==> config.mk <==
export PLATFORM = sky130hd
export DESIGN_NAME = gcd_lcm_flat
export DESIGN_NICKNAME = d
export VERILOG_FILES = /design/src/rtl/gcd_lcm_if.sv /design/src/rtl/gcd_lcm.sv /design/src/flat_wrapper.sv
export SDC_FILE = /design/constraint.sdc
export NUM_CORES = 1
export LEC_CHECK = 0
export ABC_CLOCK_PERIOD_IN_PS = 5600
export CAP_MARGIN = 20
export CORE_ASPECT_RATIO = 0.9
export CORE_MARGIN = 1
export CORE_UTILIZATION = 46
export DETAILED_ROUTE_END_ITERATION = 6
export GPL_TIMING_DRIVEN = 0
export REMOVE_ABC_BUFFERS = 1
export SYNTH_ARGS = -nofsm -noshare
export SYNTH_HDL_FRONTEND = slang
export SYNTH_SLANG_ARGS = --single-unit
==> constraint.sdc <==
create_clock -name clk -period 5.6 [get_ports clk]
set_clock_uncertainty 0.1 [all_clocks]
set_input_delay 1.12 -clock clk [delete_from_list [all_inputs] [get_ports clk]]
set_output_delay 1.12 -clock clk [all_outputs]
set_load 0.05 [all_outputs]
Run 1, routed clock nets over the placement:
Drawn at 4 px/um.
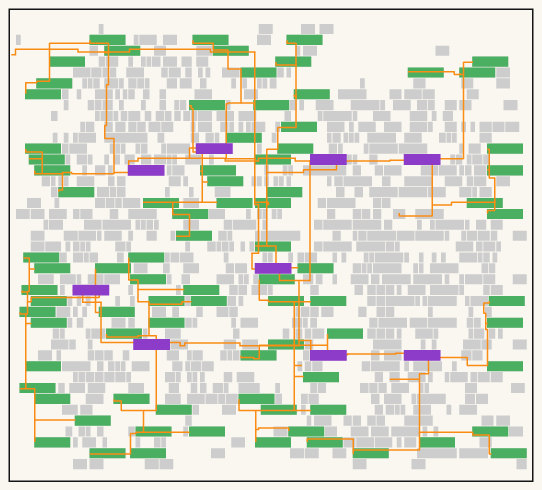
Key: orange = clock wires [length 1,290 um]; purple = cells driving clock nets [count 9]; green = flip-flops [count 84]
Position of the flops: all over the die. There are 10 routed clock nets.
clock latency on the worst-skew pair: 0.34 ns
Clock Power Share: 15.3%
Power Clock: 634 uW

Run 1, M2 wires:
Drawn at 4 px/um.
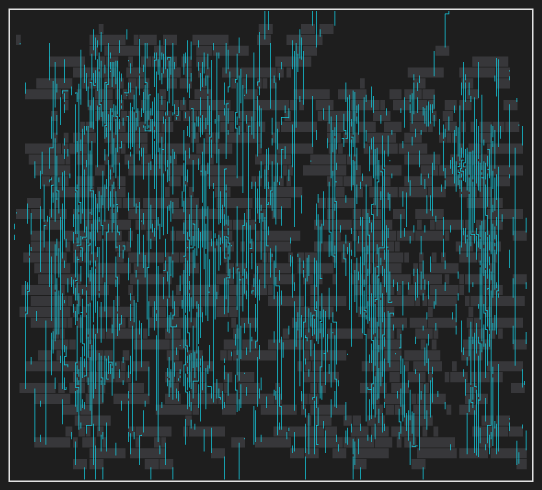
The layer holds 50% of the routed length. The longest straight run is 59.5 um. The layer carries 7,810 um of wire.
Routed WL: 15,750 um
met2 global-route usage: 38.80%
vias: 5,320

Run 1, clock routing:
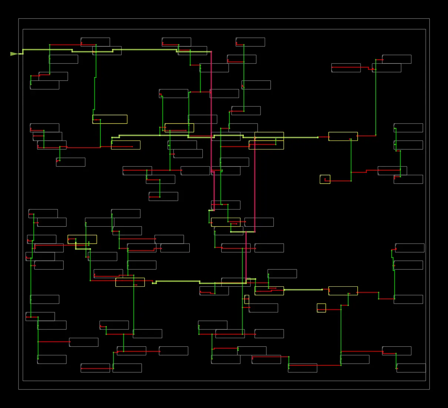
seq_cells: 84
# clk buffers: 10
cts bufs inserted: 9
Clock Sinks: 84

Run 1, cells colored by class:
Drawn at 3 px/um. Fill, decap, tap and diode cells in gray.
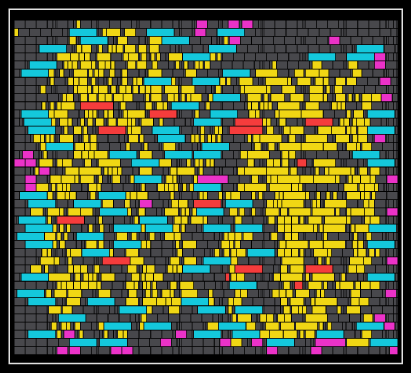
Key: cyan = flops [cells 84]; yellow = all other logic [cells 639]; red = clock drivers and dummy loads [cells 14]; magenta = other buffers and delay cells [cells 38]
flop share of the area: 27.42%
final instance area: 7667 sq um
Final Util: 53.76%
row count: 41

==> job_summary.md <==
### Yosys + OpenROAD results

| Metric | Value |
|---|---|
| Status | `complete, no violations` |
| Fin. Hold Viols | `0` |
| Synthesized area | `between 6000 and 7000 sq um` |
| Hold depth | `2` |
| Actual slew at the worst max-slew pin | `1.029 ns` |
| Post-CTS Setup Repair Bufs | `0` |
| Internal | `~2.2 mW` |
| Logic area | `4289 sq um` |
| Starting DRT DRC Count | `172` |
| IO Port Bufs | `35` |
| Worst Setup Path Type | `flop to flop` |
| Peak supply drop | `285.3 uV` |
| I/O pins | `37` |
| Worst Path Arrival | `~5.2 ns` |
| Comb pwr share | `~58%` |
| Ys cells | `756` |
| Startpoint types | `flop` |
| Unrepaired setup endpoints after global routing | `no` |
| First-pass GRT wire length | `around 27,000 um` |
| HP Class | `flop to flop` |
| Die Span X | `between 100 and 150 um` |
| Max reg flops | `16` |
| Gate count of the mapped netlist | `756` |
| DIE HEIGHT | `between 100 and 150 um` |
| Global route overflow | `0` |
| YS chip area | `a little under 7000 sq um` |
| Area delta synth->final | `12.21%` |
| Final setup fails | `0` |
| R2R Setup Slk | `0.50 ns` |
| Tmin final | `around 5.1 ns` |
| Residual DRC | `0` |
| Starting Density | `47.91%` |
| Share of cells above drive strength 1 | `roughly 4.8%` |
| CTS tree | `built` |
| Reg clk slew, reported paths | `0.06 ns` |
| P_sw | `1.968 mW` |
| Crit path DRT | `5.73 ns` |
| WL/cell | `16.27 um` |
| Vias in the first global route | `5,678` |
| Post-synthesis register bit count | `84` |
| FF/Latch Area | `2102 sq um` |
| HPWL Detailed | `between 10,000 and 15,000 um` |
| Most used logic cell in the final layout | `nand2_1` |
| Number of enable flip-flop cells | `0` |
| P_leak | `3.736 nW` |
| Core ar. | `14,260 sq um` |
| Post-DR vias/cell | `5.496` |
| Max-Cap Viols | `0` |
| Max H-tree Level | `3` |
| Async SR Flop Fraction | `100.0%` |
| Gpl congestion | `0.8468` |
| Synth warn | `0` |
| Largest net degree at the start of global routing | `~72` |
| Top cells excl fill/tap | `nand2_1 (93), inv_1 (84), dfrtp_1 (84)` |
| # hold bufs at CTS | `0` |
| Sw Share | `about 47%` |
| Dpl cells | `954` |
| Post-synth top flop | `dfrtp_1` |
| Max Slew Vio Count | `0` |
| Worst slew margin | `31.43%` |
| Worst reg2reg path depth | `14` |
| Initial antenna violation count | `0` |
| Diode count | `0` |
| Post-cts sizing count | `0` |
| Distinct lib cells | `59` |
| Setup crit end kind | `flop` |
| Reg power frac | `27.0%` |
| Die Area | `about 15,000 sq um` |
| Fin Setup TNS | `0 ns` |
| Fmax | `approximately 200 MHz` |
| Seq share, synth | `30.76%` |
| CP max FO | `15` |
| Non-Filler Instances | `968` |
| Power Dens Cells | `542.2 nW/um^2` |
| Clock tree buffer depth | `2` |
| Tool warnings | `33` |
| DRT antenna net count | `0` |
| # fillers | `1,352` |
| Period utilization | `91.02%` |
| Syn Area/Cell | `9.038 sq um` |
| DR pass1 iterations | `4` |
| Clock Tree Root | `clkbuf_16` |
| GRT Total Usage | `22.48%` |
| Nets | `just under 900` |
[run 1: synthesized netlist by cell type (6+ instances only)]
library cell	instances	area share (%)
nand2b_1	9	0.82
and3_1	6	0.55
nor2_1	49	2.7
mux2_2	10	1.6
a22o_1	14	1.8
ha_1	61	11
xnor2_1	11	1.4
dfrtp_1	84	31
o21a_1	9	0.99
o21ai_0	39	2.9
nand2_1	93	5.1
inv_1	84	4.6
fa_1	39	11
a211oi_1	6	0.66
nand3_1	7	0.51
mux2_1	6	0.99
and2_1	52	4.8
a31oi_1	10	0.92
a21oi_1	46	3.4
clkbuf_1	24	1.3
mux2i_1	16	2.3
xor2_1	6	0.77
[run 1: metrics by stage]
step	utilization [%]	hold WS [ns]	setup WS [ns]	area, sq um	power, mW
floorplan	-	0.3649	1.106	6683	2.839
global placement	51.01	0.3637	0.1687	7274	3.418
detailed placement	51.62	0.3729	0.5390	7362	3.518
CTS	53.76	0.3873	0.5173	7667	4.177
global route	53.76	0.4121	0.2513	7667	4.538
finish	53.76	0.3805	0.5030	7667	4.157
[run 1: kinds of logic (layout without fill, tap and decap cells)]
family	count (synthesis)	in the layout	synth area share [%]
compound gates	160	160	15.11
xor+xnor	17	17	2.179
fa+ha+maj	100	100	22.60
buf+inv	117	136	6.812
flops	84	84	30.76
mux	33	33	5.200
other cells	1	1	0.05488
simple gates	244	244	17.29
[run 1: routing by layer]
layer,GRT usage (%),part of all wire [%],vias up
met5,0,0,-
met3,4.500,2.9,22
met1,27.70,45,2634
met2,38.80,50,97
met4,7.543,2.2,0
li1,-,-,2567
[run 1: area by class of cell]
class	count	area share, %
Multi-Input combinational cell	555	55.94
Clock buffer	10	2.986
Tap cell	193	3.149
Sequential cell	84	27.42
Inverter	84	4.112
Timing Repair Buffer	38	5.401
Clock inverter	4	0.9954
[run 1: power groups by stage]
stage | registers, mW | logic [mW] | clock network, mW
after floorplan | 1.23 | 1.61 | 0
after global placement | 1.12 | 2.30 | 0
after detailed placement | 1.13 | 2.39 | 0
after CTS | 1.12 | 2.40 | 0.651
after global routing | 1.16 | 2.70 | 0.675
final | 1.12 | 2.40 | 0.634
[run 1: critical path, cell delays in order (launching register included)]
cell and delay, ns:
dfrtp_1 0.62, and2_1 0.21, fa_1 0.45, fa_1 0.52, fa_1 0.54, inv_1 0.05, fa_1 0.41, inv_1 0.07
ha_1 0.30, a2111oi_0 0.48, o21ai_0 0.24, a221oi_1 0.49, a21oi_1 0.15, xnor2_1 0.16, a22o_1 0.18
No activity file was given, so power comes from the tool's default toggle rates.
